`config.mk`:
```
export PLATFORM = sky130hd
export DESIGN_NAME = keystream_gen_flat
export DESIGN_NICKNAME = d
export VERILOG_FILES = /design/src/rtl/keystream_gen_if.sv /design/src/rtl/keystream_gen.sv /design/src/flat_wrapper.sv
export SDC_FILE = /design/constraint.sdc
export NUM_CORES = 1
export LEC_CHECK = 0
export CAP_MARGIN = 20
export CORE_AREA = 2 2 308 310
export CTS_CLUSTER_DIAMETER = 50
export DETAILED_ROUTE_END_ITERATION = 6
export DIE_AREA = 0 0 310 312
export GPL_ROUTABILITY_DRIVEN = 0
export GPL_TIMING_DRIVEN = 0
export SLEW_MARGIN = 20
export SYNTH_ARGS = -nofsm -noshare
export SYNTH_HDL_FRONTEND = slang
export SYNTH_SLANG_ARGS = --single-unit
export TNS_END_PERCENT = 30
```
`constraint.sdc`:
```
create_clock -name clk -period 1.9 [get_ports clk]
set_input_delay 0.38 -clock clk [delete_from_list [all_inputs] [get_ports clk]]
set_output_delay 0.38 -clock clk [all_outputs]
set_load 0.03 [all_outputs]
```
`src/rtl/keystream_gen_if.sv`:
```
// keystream_gen_if: signal bundle between keystream_gen, the host config path,
// data_flow_control and the AES round core.
//
// Handshake semantics: every request/acknowledge line here is a single-cycle
// pulse, not a level. key_sync_load, key_and_sync_req and new_sync_req are
// sampled on the rising clock edge on which they are high. key_and_sync_vld,
// cipher_block_vld and aes_start are registered and high for exactly one
// cycle. aes_done is a one-cycle pulse from the core; aes_result is only
// meaningful while aes_done is high. cipher_block, aes_key and aes_block are
// held steady between their qualifying pulses.
interface keystream_gen_if;
  logic [127:0] key_in;
  logic [127:0] sync_in;
  logic         key_sync_load;
  logic         key_and_sync_req;
  logic         new_sync_req;
  logic         key_and_sync_vld;
  logic [127:0] cipher_block;
  logic         cipher_block_vld;
  logic [127:0] aes_key;
  logic [127:0] aes_block;
  logic         aes_start;
  logic         aes_done;
  logic [127:0] aes_result;
  logic         ctr_overflow;

  // Keystream generator side.
  modport slave (
    input  key_in, sync_in, key_sync_load, key_and_sync_req, new_sync_req,
    input  aes_done, aes_result,
    output key_and_sync_vld, cipher_block, cipher_block_vld,
    output aes_key, aes_block, aes_start, ctr_overflow
  );

  // Host / flow control / AES core side.
  modport master (
    output key_in, sync_in, key_sync_load, key_and_sync_req, new_sync_req,
    output aes_done, aes_result,
    input  key_and_sync_vld, cipher_block, cipher_block_vld,
    input  aes_key, aes_block, aes_start, ctr_overflow
  );
endinterface

```
`src/rtl/keystream_gen.sv`:
```
// keystream_gen: counter-mode keystream generator for the AES-128 datapath.
// Encrypts {active_sync[127:CTR_W], ctr} through an external AES core using an
// aes_start / aes_done handshake and returns the result as cipher_block.
// Key and sync are staged by key_sync_load and become active only when a
// key_and_sync_req is accepted (message start).
//
// Optional feature: define KEYSTREAM_PREFETCH_EN to keep a one-entry prefetch
// buffer holding the next keystream block, computed ahead of the request.
// Without it, blocks are generated on demand only.
module keystream_gen #(
  parameter int CTR_W = 32
) (
  input  logic           clk,
  input  logic           rst,        // asynchronous, active low
  keystream_gen_if.slave ks,
  output logic [1:0]     dbg_state
);

  typedef enum logic [1:0] {
    S_IDLE     = 2'd0,
    S_WAIT_KEY = 2'd1,
    S_READY    = 2'd2,
    S_BUSY     = 2'd3
  } state_e;

  state_e               state_q, state_d;
  logic [127:0]         stg_key_q, stg_key_d;
  logic [127-CTR_W:0]   stg_sync_q, stg_sync_d;
  logic                 stg_vld_q, stg_vld_d;
  logic [127:0]         act_key_q, act_key_d;
  logic [127-CTR_W:0]   act_sync_q, act_sync_d;
  logic [CTR_W-1:0]     ctr_q, ctr_d;
  logic                 pend_q, pend_d;
  logic                 ovf_q, ovf_d;
  logic                 drop_q, drop_d;      // swallow the next aes_done (aborted op)
  logic                 ksv_q, ksv_d;
  logic [127:0]         cb_q, cb_d;
  logic                 cbv_q, cbv_d;
  logic                 start_q, start_d;
  logic [127:0]         blk_q, blk_d;
`ifdef KEYSTREAM_PREFETCH_EN
  logic                 pf_vld_q, pf_vld_d;  // prefetch buffer holds a block
  logic [127:0]         pf_data_q, pf_data_d;
  logic                 pf_op_q, pf_op_d;    // in-flight op is a prefetch
`endif

  logic accept;   // copy staging to active this cycle
  logic to_wait;  // key request without staged key
  logic issue;    // launch an AES operation this cycle
  logic want;     // a block request is outstanding

  // Low sync bits are replaced by the counter and never used.
  logic [CTR_W-1:0] sync_lo_unused;
  assign sync_lo_unused = ks.sync_in[CTR_W-1:0];

  // Next-state and output decode.
  always_comb begin
    state_d    = state_q;
    stg_key_d  = stg_key_q;
    stg_sync_d = stg_sync_q;
    stg_vld_d  = stg_vld_q;
    act_key_d  = act_key_q;
    act_sync_d = act_sync_q;
    ctr_d      = ctr_q;
    pend_d     = pend_q;
    ovf_d      = ovf_q;
    drop_d     = drop_q;
    cb_d       = cb_q;
    blk_d      = blk_q;
    ksv_d      = 1'b0;
    cbv_d      = 1'b0;
    start_d    = 1'b0;
`ifdef KEYSTREAM_PREFETCH_EN
    pf_vld_d   = pf_vld_q;
    pf_data_d  = pf_data_q;
    pf_op_d    = pf_op_q;
`endif
    accept     = 1'b0;
    to_wait    = 1'b0;
    issue      = 1'b0;
    want       = ks.new_sync_req || pend_q;

    // Staging is written any time; it only matters at the next accept.
    if (ks.key_sync_load) begin
      stg_key_d  = ks.key_in;
      stg_sync_d = ks.sync_in[127:CTR_W];
      stg_vld_d  = 1'b1;
    end

    if (ks.aes_done && drop_q) drop_d = 1'b0;

    if (state_q == S_WAIT_KEY) begin
      accept = stg_vld_q;
    end else if (ks.key_and_sync_req) begin
      accept  = stg_vld_q;
      to_wait = !stg_vld_q;
    end

    if (accept || to_wait) begin
      pend_d = 1'b0;
      // Leaving BUSY early: the core's pending completion must not be used.
      if (state_q == S_BUSY && !ks.aes_done) drop_d = 1'b1;
`ifdef KEYSTREAM_PREFETCH_EN
      pf_vld_d = 1'b0;
      pf_op_d  = 1'b0;
`endif
    end

    if (accept) begin
      act_key_d  = stg_key_q;
      act_sync_d = stg_sync_q;
      ctr_d      = '0;
      ovf_d      = 1'b0;
      ksv_d      = 1'b1;
      blk_d      = {stg_sync_q, {CTR_W{1'b0}}};
      state_d    = S_READY;
    end else if (to_wait) begin
      state_d = S_WAIT_KEY;
    end else begin
      case (state_q)
        S_READY: begin
`ifdef KEYSTREAM_PREFETCH_EN
          if (pf_vld_q && want) begin
            cb_d     = pf_data_q;
            cbv_d    = 1'b1;
            pf_vld_d = 1'b0;
            pf_op_d  = 1'b1;
            issue    = 1'b1;
          end else if (!pf_vld_q && !drop_q) begin
            pf_op_d = !want;
            issue   = 1'b1;
          end else if (ks.new_sync_req) begin
            pend_d = 1'b1;
          end
`else
          if (want && !drop_q) issue = 1'b1;
          else if (ks.new_sync_req) pend_d = 1'b1;
`endif
        end
        S_BUSY: begin
          if (ks.aes_done && !drop_q) begin
            state_d = S_READY;
`ifdef KEYSTREAM_PREFETCH_EN
            if (pf_op_q && !want) begin
              pf_data_d = ks.aes_result;
              pf_vld_d  = 1'b1;
            end else begin
              cb_d  = ks.aes_result;
              cbv_d = 1'b1;
              if (pf_op_q) pend_d = 1'b0;
              else if (ks.new_sync_req) pend_d = 1'b1;
            end
`else
            cb_d  = ks.aes_result;
            cbv_d = 1'b1;
            if (ks.new_sync_req) pend_d = 1'b1;
`endif
          end else if (ks.new_sync_req) begin
            pend_d = 1'b1;
          end
        end
        default: ;
      endcase
    end

    if (issue) begin
      start_d = 1'b1;
      blk_d   = {act_sync_q, ctr_q};
      ctr_d   = ctr_q + CTR_W'(1);
      if (&ctr_q) ovf_d = 1'b1;
      pend_d  = 1'b0;
      state_d = S_BUSY;
    end
  end

  // State and datapath registers.
  always_ff @(posedge clk or negedge rst) begin
    if (!rst) begin
      state_q    <= S_IDLE;
      stg_key_q  <= '0;
      stg_sync_q <= '0;
      stg_vld_q  <= 1'b0;
      act_key_q  <= '0;
      act_sync_q <= '0;
      ctr_q      <= '0;
      pend_q     <= 1'b0;
      ovf_q      <= 1'b0;
      drop_q     <= 1'b0;
      ksv_q      <= 1'b0;
      cb_q       <= '0;
      cbv_q      <= 1'b0;
      start_q    <= 1'b0;
      blk_q      <= '0;
`ifdef KEYSTREAM_PREFETCH_EN
      pf_vld_q   <= 1'b0;
      pf_data_q  <= '0;
      pf_op_q    <= 1'b0;
`endif
    end else begin
      state_q    <= state_d;
      stg_key_q  <= stg_key_d;
      stg_sync_q <= stg_sync_d;
      stg_vld_q  <= stg_vld_d;
      act_key_q  <= act_key_d;
      act_sync_q <= act_sync_d;
      ctr_q      <= ctr_d;
      pend_q     <= pend_d;
      ovf_q      <= ovf_d;
      drop_q     <= drop_d;
      ksv_q      <= ksv_d;
      cb_q       <= cb_d;
      cbv_q      <= cbv_d;
      start_q    <= start_d;
      blk_q      <= blk_d;
`ifdef KEYSTREAM_PREFETCH_EN
      pf_vld_q   <= pf_vld_d;
      pf_data_q  <= pf_data_d;
      pf_op_q    <= pf_op_d;
`endif
    end
  end

  assign ks.key_and_sync_vld = ksv_q;
  assign ks.cipher_block     = cb_q;
  assign ks.cipher_block_vld = cbv_q;
  assign ks.aes_key          = act_key_q;
  assign ks.aes_block        = blk_q;
  assign ks.aes_start        = start_q;
  assign ks.ctr_overflow     = ovf_q;
  assign dbg_state           = state_q;

endmodule

```
`src/flat_wrapper.sv`:
```
// flat-port wrapper written by rule: the top's interface ports become plain ports
module keystream_gen_flat 
#(
  parameter int CTR_W = 32
)
  (clk, rst, dbg_state, ks_key_in, ks_sync_in, ks_key_sync_load, ks_key_and_sync_req, ks_new_sync_req, ks_aes_done, ks_aes_result, ks_key_and_sync_vld, ks_cipher_block, ks_cipher_block_vld, ks_aes_key, ks_aes_block, ks_aes_start, ks_ctr_overflow);
  keystream_gen_if ks_i ();
  input  logic clk;
  input  logic rst;
  output logic [1:0] dbg_state;
  input wire logic [$bits(ks_i.key_in)-1:0] ks_key_in;
  input wire logic [$bits(ks_i.sync_in)-1:0] ks_sync_in;
  input wire logic [$bits(ks_i.key_sync_load)-1:0] ks_key_sync_load;
  input wire logic [$bits(ks_i.key_and_sync_req)-1:0] ks_key_and_sync_req;
  input wire logic [$bits(ks_i.new_sync_req)-1:0] ks_new_sync_req;
  input wire logic [$bits(ks_i.aes_done)-1:0] ks_aes_done;
  input wire logic [$bits(ks_i.aes_result)-1:0] ks_aes_result;
  output wire logic [$bits(ks_i.key_and_sync_vld)-1:0] ks_key_and_sync_vld;
  output wire logic [$bits(ks_i.cipher_block)-1:0] ks_cipher_block;
  output wire logic [$bits(ks_i.cipher_block_vld)-1:0] ks_cipher_block_vld;
  output wire logic [$bits(ks_i.aes_key)-1:0] ks_aes_key;
  output wire logic [$bits(ks_i.aes_block)-1:0] ks_aes_block;
  output wire logic [$bits(ks_i.aes_start)-1:0] ks_aes_start;
  output wire logic [$bits(ks_i.ctr_overflow)-1:0] ks_ctr_overflow;
  assign ks_i.key_in = ks_key_in;
  assign ks_i.sync_in = ks_sync_in;
  assign ks_i.key_sync_load = ks_key_sync_load;
  assign ks_i.key_and_sync_req = ks_key_and_sync_req;
  assign ks_i.new_sync_req = ks_new_sync_req;
  assign ks_i.aes_done = ks_aes_done;
  assign ks_i.aes_result = ks_aes_result;
  assign ks_key_and_sync_vld = ks_i.key_and_sync_vld;
  assign ks_cipher_block = ks_i.cipher_block;
  assign ks_cipher_block_vld = ks_i.cipher_block_vld;
  assign ks_aes_key = ks_i.aes_key;
  assign ks_aes_block = ks_i.aes_block;
  assign ks_aes_start = ks_i.aes_start;
  assign ks_ctr_overflow = ks_i.ctr_overflow;
  keystream_gen #(.CTR_W(CTR_W)) u_core (.clk(clk), .rst(rst), .ks(ks_i), .dbg_state(dbg_state));
endmodule
```
run_1/clk_routes.png
(1 px per um)
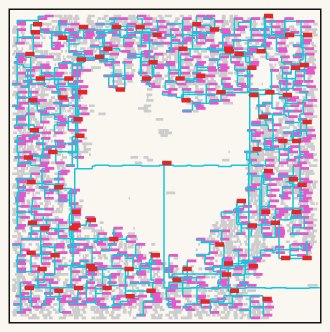
[cyan] clock wires | length: 9790 um
[red] clock drivers | count: 91
[magenta] flip-flops | count: 745
routed clock nets	92

run_1/clocks.png
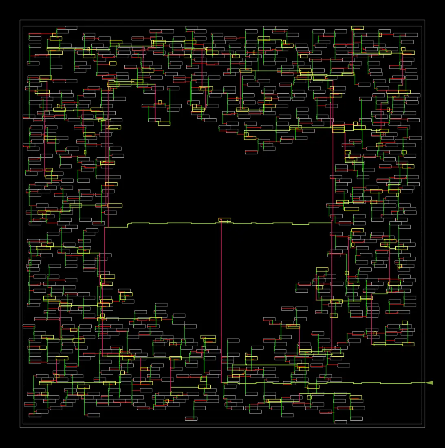
Inserted Clock Buffers: 91
flop count: 745
Clock Skews: 0.0155 ns

run_1/wires.png
(1.5 px per um)
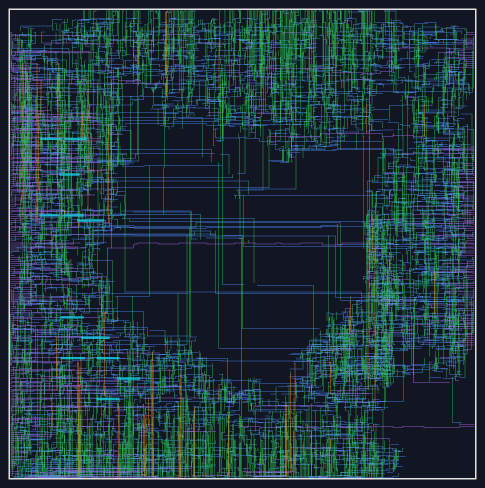
colour	layer	wire length
purple	metal 3	8700 um
orange	metal 4	3200 um
blue	metal 1	34.6 mm
green	metal 2	45.4 mm
cyan	metal 5	165 um

run_1/power_grid.png
(1 px per um) Pins as bars on the die edge.
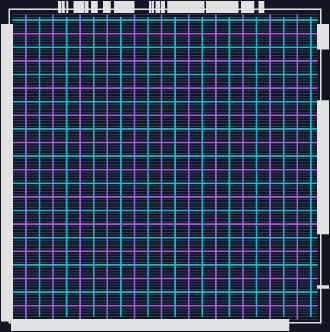
colour	net
cyan	VDD
purple	VSS
met5 straps	22
met1 rails	113

==> ci_impl_report.md, run 1 <==
## Implementation flow summary

| Metric | Value |
|---|---|
| Status | `finished, violations left` |
| Failing checks | `negative hold slack, negative setup slack` |
| Die area | `a little under 100000 um2` |
| Sink Count | `~750` |
| Clk Latency, worst-skew pair | `around 0.65 ns` |
| FP Core Util | `0.307` |
| Pre-CTS setup slack | `-1.45 ns` |
| # nets final | `approximately 3300` |
| Final period utilization | `1.11` |
| Final-report hold violation count | `86` |
| Cell area leaders | `dfrtp_1, mux2_2, nand2_1` |
| Final setup violating endpoints | `approximately 200` |
| Yosys Chip Area | `between 20000 and 30000 um2` |
| Cells after Synth | `about 2000` |
| Log Warnings | `64` |
| Number of vias per cell | `approximately 4.6` |
| Mean Syn Cell Area | `between 10 and 15 um2` |
| Worst vdd ir | `approximately 0.89 mV` |
| Power Dens Cells | `between 1000 and 1500 nW/um2` |
| Final Non-Filler Cells | `~4200` |
| Actual slew at the worst max-slew pin | `1.05 ns` |
| # IOs | `approximately 780` |
| Clock root cell | `clkbuf_16` |
| Clock buffer depth | `3` |
| Crit-path cells | `and2b_2 -> o21ai_4 -> buf_12 -> buf_12 -> buf_8 -> buf_12 -> buf_12 -> mux2_4 -> mux2_4` |
| Post-synth top flop | `dfrtp_1` |
| Clock transition at the registers of the reported paths | `approximately 0.06 ns` |
| Area leader, netlist | `dfrtp_1` |
| Initial drt markers | `approximately 900` |
| Yosys warning count | `0` |
| Post-route DRC | `0` |
| First-pass GRT wire length | `135000 um` |
| Initial antenna violation count | `24` |
| WL/cell | `between 20 and 25 um` |
| Max stage delay on crit path | `0.42 ns` |
| Hold Path Class | `input pin to async pin` |
| Tally of max-capacitance violations | `0` |
| Synth unique cells | `43` |
| Final Max Tran Viols | `0` |
| Power Total | `52.1 mW` |
| Die Span Y | `between 300 and 400 um` |
| Synth top area share | `0.652` |
| Crit end category | `flop` |
| Rows | `roughly 110` |
| CTS tree | `built` |
| Core Box Area | `93000 um2` |
| Placed Instance Area | `37800 um2` |
| Setup Crit Path Kind | `flop to flop` |
| Synth flops | `approximately 750` |
| DR vias | `between 15000 and 20000` |
| FMAX | `473 MHz` |
| H-tree depth | `3` |
| Hold Slack | `-0.353 ns` |
| CP most frequent cell | `buf_12` |
| Tmin final | `about 2.1 ns` |
| Global Route Usage Sum | `0.186` |
| Die width | `310 um` |
| Critical path peak fanout | `5` |
| Setup ws final | `-0.215 ns` |
| RSZ-0062 raised after global routing | `yes` |
==> run 1: worst paths after layout <==
path / depth (start not counted) / from / slack (ns) / to
hold / removal: 1 / rst / -0.35 / u_core.stg_sync_q[82]
max in group asynchronous: 5 / rst / 0.34 / u_core.stg_key_q[94]
setup / recovery: 9 / u_core.dbg_state[0] / -0.22 / u_core.ks.aes_block[57]
hold reg to reg: 2 / u_core.stg_key_q[41] / 0.46 / u_core.ks.aes_key[41]
setup reg to reg: 9 / u_core.dbg_state[0] / -0.22 / u_core.ks.aes_block[57]
min in group clk: 2 / ks_key_and_sync_req / 0.15 / u_core.dbg_state[1]
==> run 1: stage by stage <==
| stage | TNS (ns) | hold slack [ns] |
|---|---|---|
| after floorplan | 0 | 0.0844 |
| after global routing | -30.57 | -0.340 |
| after CTS | -102.87 | -0.384 |
| after global placement | - | 0.446 |
| final | -13.60 | -0.353 |
| after detailed placement | -734.50 | 0.448 |
==> run 1: cells in the final DEF (no fill, tap or decap), types with 28 or more instances in the layout <==
master,count
clkbuf_1,31
buf_12,31
clkbuf_16,97
buf_4,40
a22o_1,32
mux2_4,172
nand2_2,72
mux2_2,373
dlygate4sd2_1,58
buf_6,28
dlymetal6s2s_1,275
clkdlybuf4s15_1,34
clkdlybuf4s50_1,354
nand2_1,333
dfrtp_1,737
==> run 1: state kept, by name, summed over array words and instances, names as in the netlist <==
name	count
u_core.ks.aes_key	128
u_core.ctr_q	32
u_core.stg_vld_q	1
u_core.ks.key_and_sync_vld	1
u_core.ks.aes_block	128
u_core.drop_q	1
u_core.ks.ctr_overflow	1
u_core.stg_key_q	128
u_core.ks.cipher_block_vld	1
u_core.ks.aes_start	1
u_core.stg_sync_q	96
u_core.ks.cipher_block	128
u_core.act_sync_q	96
u_core.dbg_state	2
u_core.pend_q	1
==> run 1: power by group <==
group	leakage, nW	internal [mW]	switching [mW]
clock	1.51	10.8	6.84
sequential	8.96	18.7	1.49
combinational	11.8	6.58	7.76
==> run 1: layout make-up <==
class / count / area (um2)
Antenna cell: 13 / 32.5
Buffer: 109 / 1210
Clock buffer: 125 / 2620
Clock inverter: 36 / 474
Fill cell: 8246 / 49100
Inverter: 6 / 35.0
Multi-Input combinational cell: 1131 / 10000
Sequential cell: 745 / 18700
Tap cell: 1254 / 1570
Timing Repair Buffer: 828 / 9280
==> run 1: cell families (layout without fill, tap and decap cells) <==
logic type               after synthesis  after routing  synth area share
XOR/XNOR                               2              2          0.000613
buffers and inverters                119           1104            0.0222
multiplexers                         558            558             0.232
other                                  0             13                 0
flip-flops                           745            745             0.652
AND/OR/NAND/NOR                      500            500            0.0746
AND-OR/OR-AND                         70             70            0.0181
adder cells (fa/ha/maj)                1              1          0.000438
==> run 1: per-layer routing <==
layer	track usage	up-vias	wire length, um
met1	0.209	9903	34600
li1	-	8712	-
met4	0.0756	24	3200
met3	0.0777	159	8700
met5	0.00693	-	164
met2	0.310	609	45400
==> run 1: repair_timing <==
| item | CTS | global route |
|---|---|---|
| gates resized | 390 | 551 |
| pin swaps | 30 | 44 |
| buffers inserted | 41 | 19 |
| gates cloned | 15 | 5 |
| endpoints found under the setup margin | 1079 | 880 |
| hold endpoints to repair | 86 | 86 |
==> run 1 -> run 2 <==
--- a/config.mk
+++ b/config.mk
@@ -5,7 +5,7 @@
 export SDC_FILE = /design/constraint.sdc
 export NUM_CORES = 1
 export LEC_CHECK = 0
-export CAP_MARGIN = 20
+export CAP_MARGIN = 5
 export CORE_AREA = 2 2 308 310
 export CTS_CLUSTER_DIAMETER = 50
 export DETAILED_ROUTE_END_ITERATION = 6
==> constraint.sdc (replaced) <==
create_clock -name clk -period 1.9 [get_ports clk]
set_input_delay 0.38 -clock clk [delete_from_list [all_inputs] [get_ports clk]]
set_output_delay 0.38 -clock clk [all_outputs]
set_load 0.1 [all_outputs]
run_2/power_grid.png
(1 px per um) Pins as bars on the die edge.
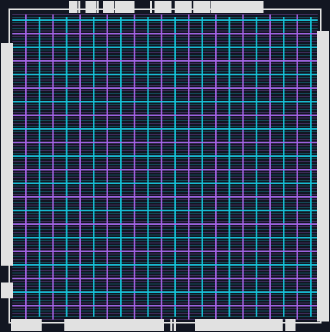
colour	net
purple	VSS
cyan	VDD
signal pins	780
met5 straps	22
met1 rails	113

run_2/clk_routes.png
(1 px per um)
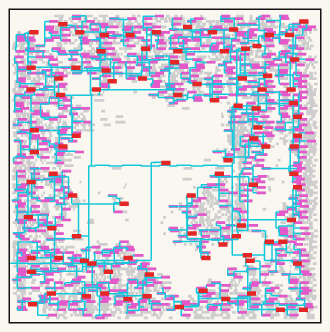
Clk Latency, worst-skew pair: 0.68 ns
Clock Skews: 0.0280 ns

==> run 2 against run 1 <==
The run still ends with negative hold slack, negative setup slack left. Synthesized area is the same. Fmax shrank 2.4%. Wire length fell by 2.1%. Synthesized cell count stayed put. Total power rose by 21%. Final area down 0.85%. Flip-flop count unchanged. Largest cell class unchanged. Largest power group is now combinational cells. Highest routed layer unchanged.
==> ci_impl_report.md, run 2 <==
## Implementation flow summary

| Metric | Value |
|---|---|
| Yosys Chip Area | `28600 um2 (unchanged)` |
| CTS tree | `built` |
| Crit-path cells | `and2b_2 -> o21ai_4 -> buf_12 -> buf_16 -> clkbuf_16 -> mux2_4 -> mux2_4` |
| Mean Syn Cell Area | `14.3 um2 (unchanged)` |
| FP Core Util | `0.307 (unchanged)` |
| Sink Count | `745 (unchanged)` |
| Crit end category | `flop` |
| EDFF count, synth | `0` |
| Core Box Area | `93000 um2 (unchanged)` |
| # IOs | `780 (unchanged)` |
| Power Total | `63.2 mW (+21%)` |
| Area leader, netlist | `dfrtp_1` |
| Final-report hold violation count | `62 (-28%)` |
| Post-route ant nets | `0` |
| Synth top area share | `0.652 (unchanged)` |
| Tmin final | `2.17 ns (+0.0513 ns)` |
| Die width | `310 um (unchanged)` |
| Final setup violating endpoints | `542 (+170%)` |
| Cell area leaders | `dfrtp_1, mux2_2, nand2_1` |
| Power Dens Cells | `1450 nW/um2 (+22%)` |
| Critical path peak fanout | `7 (+2)` |
| Hold Slack | `-0.356 ns (-0.00348 ns)` |
| Commonest cells post-synth | `dfrtp_1, mux2_2, nand2_1, mux2_4, buf_2` |
| Setup ws final | `-0.266 ns (-0.0513 ns)` |
| Initial antenna violation count | `13 (-46%)` |
| Cells after Synth | `1995 (unchanged)` |
| # nets final | `3321 (+0.54%)` |
| RSZ-0062 raised after global routing | `yes` |
| Clock root cell | `clkbuf_16` |
| Synth flops | `745 (unchanged)` |
| First-pass GRT wire length | `128000 um (-5.2%)` |
| Failing checks | `negative hold slack, negative setup slack` |
| Die Span Y | `312 um (unchanged)` |
| Max stage delay on crit path | `0.52 ns (+0.10 ns)` |
| Hold Path Class | `input pin to async pin` |
| Log Warnings | `65 (+1.6%)` |
| Clock transition at the registers of the reported paths | `0.06 ns (about the same)` |
| Status | `finished, violations left` |
| Die area | `96700 um2 (unchanged)` |
| Inserted Clock Buffers | `94 (+3.3%)` |
| Clock buffer depth | `3 (unchanged)` |
| Actual slew at the worst max-slew pin | `0.816 ns (-0.239 ns)` |
| Final period utilization | `1.14 (+0.0270)` |
| Rows | `112 (unchanged)` |
| FMAX | `462 MHz (-2.4%)` |
| Final Max Tran Viols | `0 (unchanged)` |
| Yosys warning count | `0 (unchanged)` |
| Initial drt markers | `836 (-9.5%)` |
| CP most frequent cell | `mux2_4` |
| Top cell excl fill/tap | `dfrtp_1` |
| Worst vdd ir | `0.950 mV (+7.1%)` |
| Synth unique cells | `43 (unchanged)` |
| FF-to-FF setup slack | `-0.27 ns (-0.05 ns)` |
| Post-synth top flop | `dfrtp_1` |
| Most frequent cells in the layout | `dfrtp_1, mux2_2, clkdlybuf4s50_1` |
| Number of vias per cell | `4.52 (-1.1%)` |
| Setup Crit Path Kind | `flop to flop` |
run_2/wires.png
(1.5 px per um)
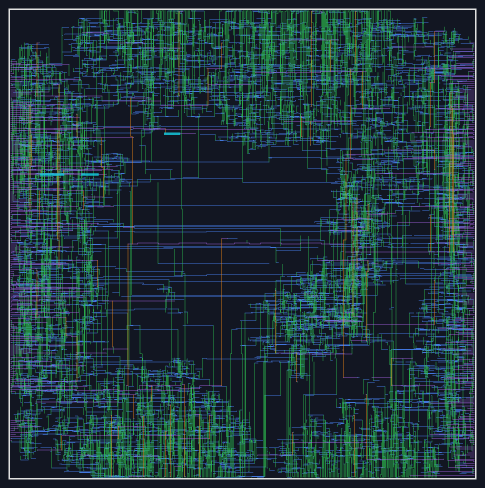
Global Route Usage Sum: 0.173
Post-Route WL: 90000 um
DR vias: 19300
WL/cell: 21.1 um

==> run 2: cell counts after synthesis <==
No cell type changed its count.
==> run 2: cells by family after synthesis <==
family	synth area share
simple gates	0.0746
flops	0.652
buf+inv	0.0222
fa+ha+maj	0.000438
xor+xnor	0.000613
compound gates	0.0181
mux	0.232
==> run 2: per-layer routing <==
layer	share of wire	routed length [um]	GRT usage	vias to the layer above
met1	0.38	33900	0.192	9803
met4	0.027	2390	0.0609	6
li1	-	-	-	8727
met2	0.51	46300	0.306	608
met3	0.082	7380	0.0599	144
met5	0.00038	34	0	-
==> run 2: final timing paths <==
path | endpoint | from | cells after the start
worst max register to register | u_core.ks.aes_block[57] | u_core.dbg_state[0] | 7
worst max-delay path | u_core.ks.aes_block[57] | u_core.dbg_state[0] | 7
worst min-delay path | u_core.stg_key_q[65] | rst | 1
max in group asynchronous | u_core.dbg_state[1] | rst | 5
min in group clk | u_core.dbg_state[1] | ks_key_and_sync_req | 2
worst min register to register | u_core.ks.aes_key[70] | u_core.stg_key_q[70] | 2
==> run 2: final cells by class <==
type                       instances  area (um2)
antenna                            6        15.0
buffer                           110        1150
clock buffer                     124        2570
clock inverter                    49         683
fill                            8289       49500
inverter                           6        30.0
multi-input combinational       1131       10300
sequential                       745       18700
tap                             1254        1570
timing repair buffer             842        8560
==> run 2: report_power, final <==
group / leakage [nW] / internal (mW) / switching [mW]
clock network: 1.57 / 11.0 / 7.33
logic: 9.30 / 6.38 / 18.3
registers: 8.96 / 18.7 / 1.57
==> run 2: per-stage QoR <==
step,setup TNS [ns],setup slack (ns),cell area [um2],std cells
3_3_place_gp,-,-36.97,37600,3994
5_1_grt,-98.64,-0.313,43500,4267
6_report,-50.53,-0.266,43500,4267
3_5_place_dp,-537.20,-1.28,37900,4002
2_1_floorplan,-18.74,-0.153,28600,1995
4_1_cts,-90.28,-0.277,41100,4190
==> run 2: what timing repair did <==
action,4_1_cts,5_1_grt
endpoints found under the setup margin,950,771
pin swaps,4,178
hold endpoints to repair,62,62
resized,1942,405
buffers inserted,13,44
cloned,2,31
Power figures rest on the tool's default switching activity, not on a simulated workload.
